<file path="src/rtl/spi_input_conditioner.sv">
// SPI pin front end: 2-FF synchronizer, per-channel debounce and edge strobes for SCLK, CS and MOSI.
// Conditioned levels and strobes change on the same clk edge; SCLK strobes only fire while selected.
module spi_input_conditioner #(
    parameter int WAIT_TIME = 3,
    parameter int CNT_W     = 4
) (
    input  logic clk,
    input  logic rst_n,
    input  logic sclk_pin,
    input  logic cs_pin,
    input  logic mosi_pin,
    output logic sclk_cond,
    output logic sclk_rise,
    output logic sclk_fall,
    output logic cs_cond,
    output logic cs_fall,
    output logic cs_rise,
    output logic mosi_cond
);

    localparam int NCH  = 3;
    localparam int SCLK = 0;
    localparam int CS   = 1;
    localparam int MOSI = 2;

    // Idle levels per channel {mosi, cs, sclk}: deselected, clock low, data low.
    localparam logic [NCH-1:0]   IDLE     = 3'b010;
    localparam logic [CNT_W-1:0] CNT_LAST = CNT_W'(WAIT_TIME - 1);

    logic [NCH-1:0]   pins;
    logic [NCH-1:0]   sync_p0;
    logic [NCH-1:0]   sync_p1;
    logic [NCH-1:0]   cond_p2;
    logic [CNT_W-1:0] cnt_p2 [NCH];
    logic [NCH-1:0]   mismatch;
    logic [NCH-1:0]   upd;
    logic [1:0]       strobe_en;
    logic [1:0]       rise_p2;
    logic [1:0]       fall_p2;

    assign pins = {mosi_pin, cs_pin, sclk_pin};

    // Stage p0/p1: two-flop synchronizer into the clk domain.
    always_ff @(posedge clk or negedge rst_n) begin
        if (!rst_n) begin
            sync_p0 <= IDLE;
            sync_p1 <= IDLE;
        end else begin
            sync_p0 <= pins;
            sync_p1 <= sync_p0;
        end
    end

    always_comb begin
        mismatch = '0;
        upd      = '0;
        for (int i = 0; i < NCH; i++) begin
            mismatch[i] = (sync_p1[i] != cond_p2[i]);
            upd[i]      = mismatch[i] && (cnt_p2[i] == CNT_LAST);
        end
    end

    // SCLK edges are gated by the registered chip select seen before this update.
    assign strobe_en = {1'b1, ~cond_p2[CS]};

    // Stage p2: debounce counters, conditioned levels and registered strobes.
    always_ff @(posedge clk or negedge rst_n) begin
        if (!rst_n) begin
            cond_p2 <= IDLE;
            for (int i = 0; i < NCH; i++) begin
                cnt_p2[i] <= '0;
            end
            rise_p2 <= '0;
            fall_p2 <= '0;
        end else begin
            for (int i = 0; i < NCH; i++) begin
                if (!mismatch[i]) begin
                    cnt_p2[i] <= '0;
                end else if (upd[i]) begin
                    cond_p2[i] <= sync_p1[i];
                    cnt_p2[i]  <= '0;
                end else begin
                    cnt_p2[i] <= cnt_p2[i] + CNT_W'(1);
                end
            end
            rise_p2 <= upd[1:0] & sync_p1[1:0] & strobe_en;
            fall_p2 <= upd[1:0] & ~sync_p1[1:0] & strobe_en;
        end
    end

    assign sclk_cond = cond_p2[SCLK];
    assign cs_cond   = cond_p2[CS];
    assign mosi_cond = cond_p2[MOSI];
    assign sclk_rise = rise_p2[SCLK];
    assign sclk_fall = fall_p2[SCLK];
    assign cs_rise   = rise_p2[CS];
    assign cs_fall   = fall_p2[CS];

endmodule
</file>
<file path="config.mk">
export PLATFORM = sky130hd
export DESIGN_NAME = spi_input_conditioner
export DESIGN_NICKNAME = d
export VERILOG_FILES = /design/src/rtl/spi_input_conditioner.sv
export SDC_FILE = /design/constraint.sdc
export NUM_CORES = 1
export LEC_CHECK = 0
export CORE_MARGIN = 2
export CORE_UTILIZATION = 63
export CTS_CLUSTER_DIAMETER = 40
export DETAILED_ROUTE_END_ITERATION = 7
export DONT_BUFFER_PORTS = 1
export GPL_TIMING_DRIVEN = 0
export HOLD_SLACK_MARGIN = 0.06
export PLACE_DENSITY = 0.77
export SLEW_MARGIN = 20
export SYNTH_ARGS = -nofsm -noshare
export SYNTH_HDL_FRONTEND = slang
export SYNTH_SLANG_ARGS = --single-unit
</file>
<file path="constraint.sdc">
create_clock -name clk -period 2.8 [get_ports clk]
set_clock_uncertainty 0.2 [all_clocks]
set_input_delay 0.7 -clock clk [delete_from_list [all_inputs] [get_ports clk]]
set_output_delay 0.7 -clock clk [all_outputs]
set_load 0.03 [all_outputs]
</file>
==> summary.txt, run 1 <==
Implementation progress

The flow ran to the end, and the final reports show no timing, DRC or antenna violations. The number of placed I/O pins stands at 12. The number of nets at floorplan stands at 83. Checking hold timing, the worst path is listed with class input port to async pin. Detailed routing placed a total of 511 µm of wire on met2. For the finished layout, the period the worst path requires is 1.93 ns. The count of nets left with antenna violations after detail routing stands at 0.

The initial antenna violation count stands at 0. The worst register-to-register path begins at cnt_p2[8]. The DRC marker count from the first detailed-route iteration stands at 11. The net total in the final layout stands at 89. The worst hold slack after final layout stands at 0.140 ns. At the placement stage, the worst setup path has a slack of 1.17 ns. In the Yosys report the total cell count is 72. For this run the aggregate overflow at the end of global routing stands at 0. The endpoint arrival time on the critical path stands at 1.03 ns. The width of the chip stands at 43.6 µm. The post-synthesis instance total stands at 72. Per the placement log, port buffering inserted 0 buffers. STA classifies the critical path endpoint as a primary output.

Counting along the longest clock path gives a buffer depth of 2. The overall die height stands at 43.6 µm. The net switching power of the design stands at 0.332 mW. The antenna diode count stands at 0. The power report shows net switching accounting for 35.2% of the total. The normalized max-slew margin stands at 65.9%. Per the final report, max-transition violations number 0.

The share of Yosys cell area claimed by the top area cell type stands at 55.8%. The internal power component stands at 0.610 mW. The multiplexer fraction of the synthesized cell area stands at 4.19%. The total number of clock tree sinks stands at 25.

The total tool warning count stands at 29. The max-cap check violation count stands at 0. The slew at the pin closest to its max-slew limit stands at 0.512 ns. At the later pin of the worst-skew pair, clock insertion delay measures 0.31 ns.

TritonCTS built the clock tree. For this run, the number of Yosys warnings is 0. Logic depth along the worst register-to-register path is recorded as 4.
==> run 1: placed cells by master (no fill, tap or decap), drive strengths merged <==
| master | instances |
|---|---|
| nor3b | 2 |
| nand3 | 3 |
| or3b | 2 |
| nor2 | 13 |
| buf | 1 |
| nor4b | 2 |
| dfstp | 3 |
| inv | 3 |
| mux2 | 3 |
| a21o | 1 |
| dfrtp | 22 |
| xnor2 | 4 |
| ha | 6 |
| nand2 | 3 |
| xor2 | 5 |
| clkbuf | 4 |
==> run 1: area by class of cell <==
class	instances	area, µm²
fillers	109	452
inverters	3	11.3
clock buffers	4	26.3
flip-flops and latches	25	629
well taps	16	20.0
repair buffers	1	5.00
multi-input cells	44	345
==> run 1: power by group through the flow <==
stage,clock network (mW),logic (mW),registers (mW)
2_1_floorplan,0,0.181,0.570
3_3_place_gp,0,0.202,0.584
3_5_place_dp,0,0.208,0.588
4_1_cts,0.156,0.217,0.580
5_1_grt,0.170,0.246,0.594
6_report,0.151,0.212,0.579
==> run 1: logic make-up (layout without fill, tap and decap cells) <==
| kind of cell | Yosys count | count (layout) |
|---|---|---|
| flip-flops | 25 | 25 |
| AND/OR/NAND/NOR | 25 | 25 |
| XOR/XNOR | 9 | 9 |
| adder cells (fa/ha/maj) | 6 | 6 |
| multiplexers | 3 | 3 |
| buffers and inverters | 3 | 8 |
| AND-OR/OR-AND | 1 | 1 |
==> run 1: sequential cells by signal (all words and copies together), names as in the netlist <==
| name | count |
|---|---|
| cnt_p2 | 12 |
| fall_p2 | 2 |
| sync_p0 | 3 |
| rise_p2 | 2 |
| cond_p2 | 3 |
| sync_p1 | 3 |
==> run 1: timing repair <==
| action | 4_1_cts | 5_1_grt |
|---|---|---|
| hold buffers | 1 | 0 |
| buffers inserted | 0 | 0 |
| hold endpoints to repair | 25 | 0 |
Fig. 1: run 1, zoomed window
Region (23, 1) to (43, 21) µm. Cells in gray, sequential cells in the stronger gray; small squares are vias.
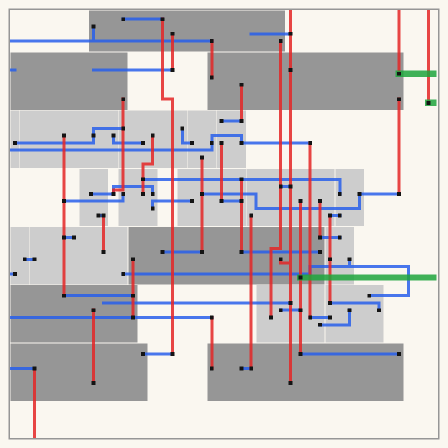
color	layer
blue	metal 1
red	metal 2
green	metal 3
cells with their middle in the window	21
most frequent	dfrtp_1 (7), nor2_1 (4)
sequential cells in the window	7
netlist names of flops here include	cnt_p2 (4)

Fig. 2: run 1, routed clock nets over the placement
Scale: 6 px per µm.
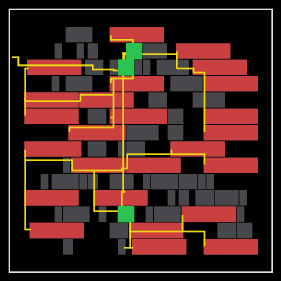
[yellow] clock wires | length: 221 µm
[red] flip-flops | count: 25
[green] clock drivers | count: 3
flops lie	all over the die

Fig. 3: run 1, routing congestion map
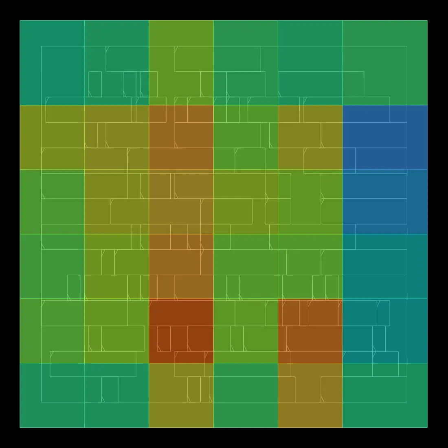
Most Crowded Layer GR: met2
average wire per cell in the routed design: 12.0 µm
GR met3 Demand/Resource: 2.50%

Fig. 4: run 1, register map, names as in the netlist
Scale: 12 px per µm. Other sequential cells in the stronger gray, the rest of the logic in the fainter gray.
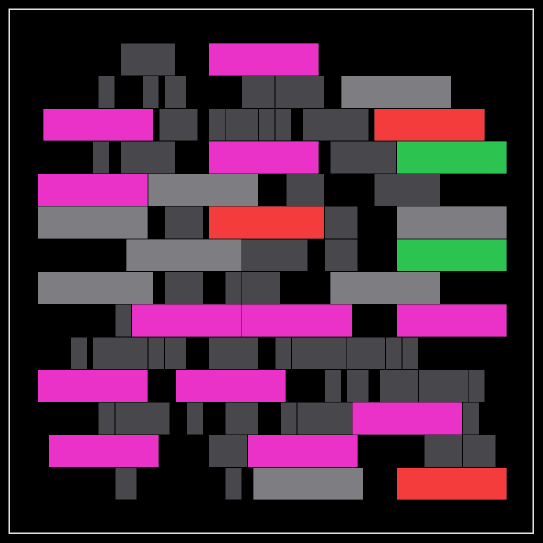
color	name in the netlist	sequential cells
green	fall_p2	2
magenta	cnt_p2	12
red	cond_p2	3
Sequential Area: 629 µm²
post-layout utilization of the core: 69.7%
proportion of cell area occupied by registers: 60.7%
power drawn by the sequential cells: 0.579 mW

==> run 1 -> run 2 <==
--- a/config.mk
+++ b/config.mk
@@ -6,13 +6,13 @@
 export NUM_CORES = 1
 export LEC_CHECK = 0
 export CORE_MARGIN = 2
-export CORE_UTILIZATION = 63
+export CORE_UTILIZATION = 59
 export CTS_CLUSTER_DIAMETER = 40
 export DETAILED_ROUTE_END_ITERATION = 7
 export DONT_BUFFER_PORTS = 1
 export GPL_TIMING_DRIVEN = 0
 export HOLD_SLACK_MARGIN = 0.06
-export PLACE_DENSITY = 0.77
+export PLACE_DENSITY = 0.73
 export SLEW_MARGIN = 20
 export SYNTH_ARGS = -nofsm -noshare
 export SYNTH_HDL_FRONTEND = slang
==> constraint.sdc (replaced) <==
create_clock -name clk -period 1.8 [get_ports clk]
set_clock_uncertainty 0.2 [all_clocks]
set_input_delay 0.45 -clock clk [delete_from_list [all_inputs] [get_ports clk]]
set_output_delay 0.45 -clock clk [all_outputs]
set_load 0.03 [all_outputs]
Fig. 5: run 2, metal layers overlaid
Scale: 8 px per µm.
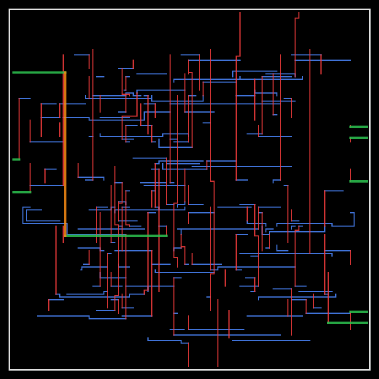
color	layer	wire length
orange	metal 4	20.4 µm
red	metal 2	556 µm
green	metal 3	35.0 µm
blue	metal 1	556 µm
average wire per cell in the routed design: 12.0 µm
total routed wirelength: 1170 µm
via count: 503
Total Routing Usage GR: 14.4%

Fig. 6: run 2, routing congestion map
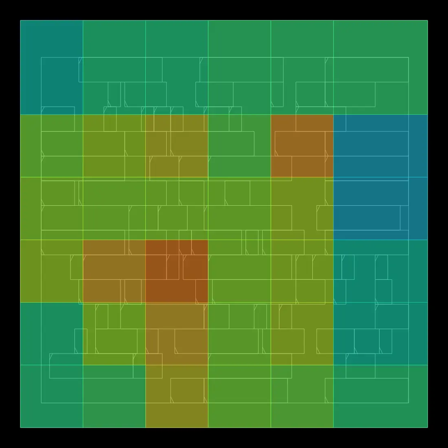
met2 track demand over resource in global routing: 20.0%
met1 GRT Util: 19.6%
GR met3 Demand/Resource: 3.60%
post-layout utilization of the core: 70.0%

==> run 2 against run 1 <==
Cell count is 4.3% higher. Area after synthesis did not move. Clock-buffer cell count is 1 lower. Non-clock buffer count rose by 4. Routed wire length up 4.6%. Via count unchanged. Critical path type unchanged. Largest power group unchanged. Highest routed layer unchanged.
==> summary.txt, run 2 <==
Implementation progress

The flow ran to the end, and the final reports show no timing, DRC or antenna violations. TritonCTS built the clock tree. The netlist uses 15 different library cells. Sorting the synthesized cells by area gives the leading types as sky130_fd_sc_hd__dfrtp_1 56%, sky130_fd_sc_hd__dfstp_2 8.0%, sky130_fd_sc_hd__ha_1 7.6%. CTS placed an instance of sky130_fd_sc_hd__clkbuf_4 at the clock tree root.

The number of placed I/O pins came to 12 (unchanged). STA classifies the critical path endpoint as a primary output. The post-synthesis instance total is 72 (unchanged). The DRC marker count from the first detailed-route iteration came to 0 (-11).

The endpoint arrival time on the critical path stands at 1.02 ns (about the same). The amount of wire on met2 after detailed routing is 556 µm (+8.8%). Leaving out fill and tap cells, the most frequent cells in the layout are 22 x sky130_fd_sc_hd__dfrtp_1, 13 x sky130_fd_sc_hd__nor2_1, 6 x sky130_fd_sc_hd__ha_1. The count of nets left with antenna violations after detail routing stands at 0 (unchanged). The aggregate global routing overflow stands at 0 (unchanged). The flip-flop count of the largest register, all copies and words added stands at 12 (unchanged). The overall die height stands at 44.9 µm (+3.0%). The count of synthesis-stage warnings from yosys is 0 (unchanged). The max-cap check violation count stands at 0 (unchanged). The cell count of the worst reg-to-reg path stands at 4 (unchanged). The worst hold path belongs to the class register to register.

The share of Yosys cell area claimed by the top area cell type was 55.8% (unchanged). The width of the chip stands at 44.9 µm (+3.0%). The total number of clock tree sinks came to 25 (unchanged). The initial antenna violation count stands at 0 (unchanged). The count of instantiated cells in the yosys netlist was 72 (unchanged). The largest register by flop count is cnt_p2. The compound-cell area share of the yosys netlist stands at 0.761%. The antenna diode count stands at 0 (unchanged). Global route summary, busiest routing layer listed as met2. The placeable core area stands at 1540 µm². The normalized max-slew margin stands at 65.7% (-0.20 points). After layout, the minimum clock period comes to 1.67 ns. The slew at the pin closest to its max-slew limit stands at 0.515 ns (+0.00293 ns). The number of nets at floorplan was 83 (unchanged). The net total in the final layout stands at 93 (+4.5%). The multiplexer fraction of the synthesized cell area stands at 4.19% (unchanged).

The buffer count from post-CTS setup fixing stands at 0 (unchanged). The total tool warning count was 29 (unchanged). The top cell type in the final layout, fill and taps aside, is sky130_fd_sc_hd__dfrtp_1. The insertion delay at the late pin of the worst-skew pair is 0.30 ns (about the same).

The synthesized netlist devotes 14.5% of its cell area to simple gates. The worst-case clock buffer depth stands at 2 (unchanged).
Fig. 7: run 2, register map, names as in the netlist
Scale: 12 px per µm. Other sequential cells in the stronger gray, the rest of the logic in the fainter gray.
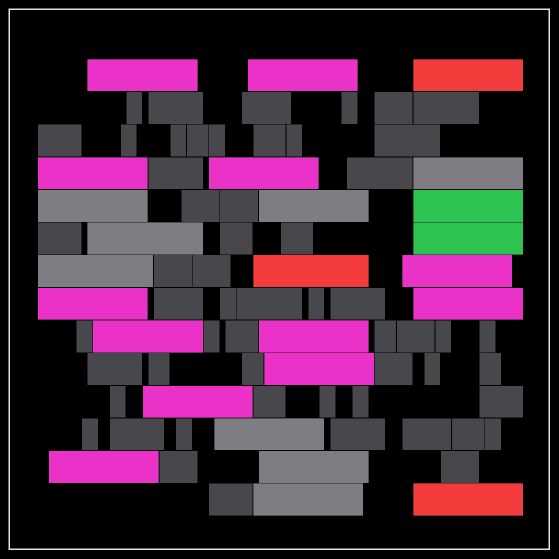
color	name in the netlist	sequential cells
magenta	cnt_p2	12
green	fall_p2	2
red	cond_p2	3
not colored	8

-- run 2: cell types whose count changed in the layout (fill, tap and decap cells not counted), sizes merged --
cell | previous run | this run
dlygate4sd3 | 0 | 4
clkbuf | 4 | 3
clkinv | 0 | 1
-- run 2: cell type report --
type | instances | area, µm²
Clock buffer | 3 | 22.5
Sequential cell | 25 | 629
Clock inverter | 1 | 5.00
Multi-Input combinational cell | 44 | 345
Tap cell | 16 | 20.0
Fill cell | 115 | 463
Inverter | 3 | 11.3
Timing Repair Buffer | 5 | 45.0
-- run 2: power breakdown --
group          switching [mW]  internal [mW]  leakage, nW
Clock                   0.152         0.0828       0.0177
Combinational           0.157          0.178        0.184
Sequential              0.209          0.689        0.318
Total                   0.518          0.950        0.520
-- run 2: metrics by stage --
stage / hold WS [ns] / util (%) / instances / setup slack (ns) / area [µm²]
4_1_cts: 0.167 / 69.6 / 96 / 0.104 / 1070
6_report: 0.166 / 70.0 / 97 / 0.126 / 1080
3_3_place_gp: -0.0451 / 65.3 / 88 / 0.190 / 1010
5_1_grt: 0.168 / 70.0 / 97 / 0.0756 / 1080
3_5_place_dp: -0.0451 / 65.3 / 88 / 0.183 / 1010
2_1_floorplan: -0.0456 / - / 72 / 0.219 / 986
-- run 2: worst paths after layout --
check / startpoint / endpoint / slack [ns]
min reg2reg: sync_p0[1] / sync_p1[1] / 0.17
max in group asynchronous: rst_n / sync_p0[1] / 0.61
min: sync_p0[1] / sync_p1[1] / 0.17
min in group asynchronous: rst_n / cnt_p2[3] / 0.43
max: cond_p2[1] / cs_cond / 0.13
max reg2reg: cnt_p2[8] / cond_p2[0] / 0.17
-- run 2: repair_timing --
item	in CTS	in global routing
hold buffers	4	1
gates resized	0	0
hold endpoints to repair	28	22
Power figures rest on the tool's default switching activity, not on a simulated workload.
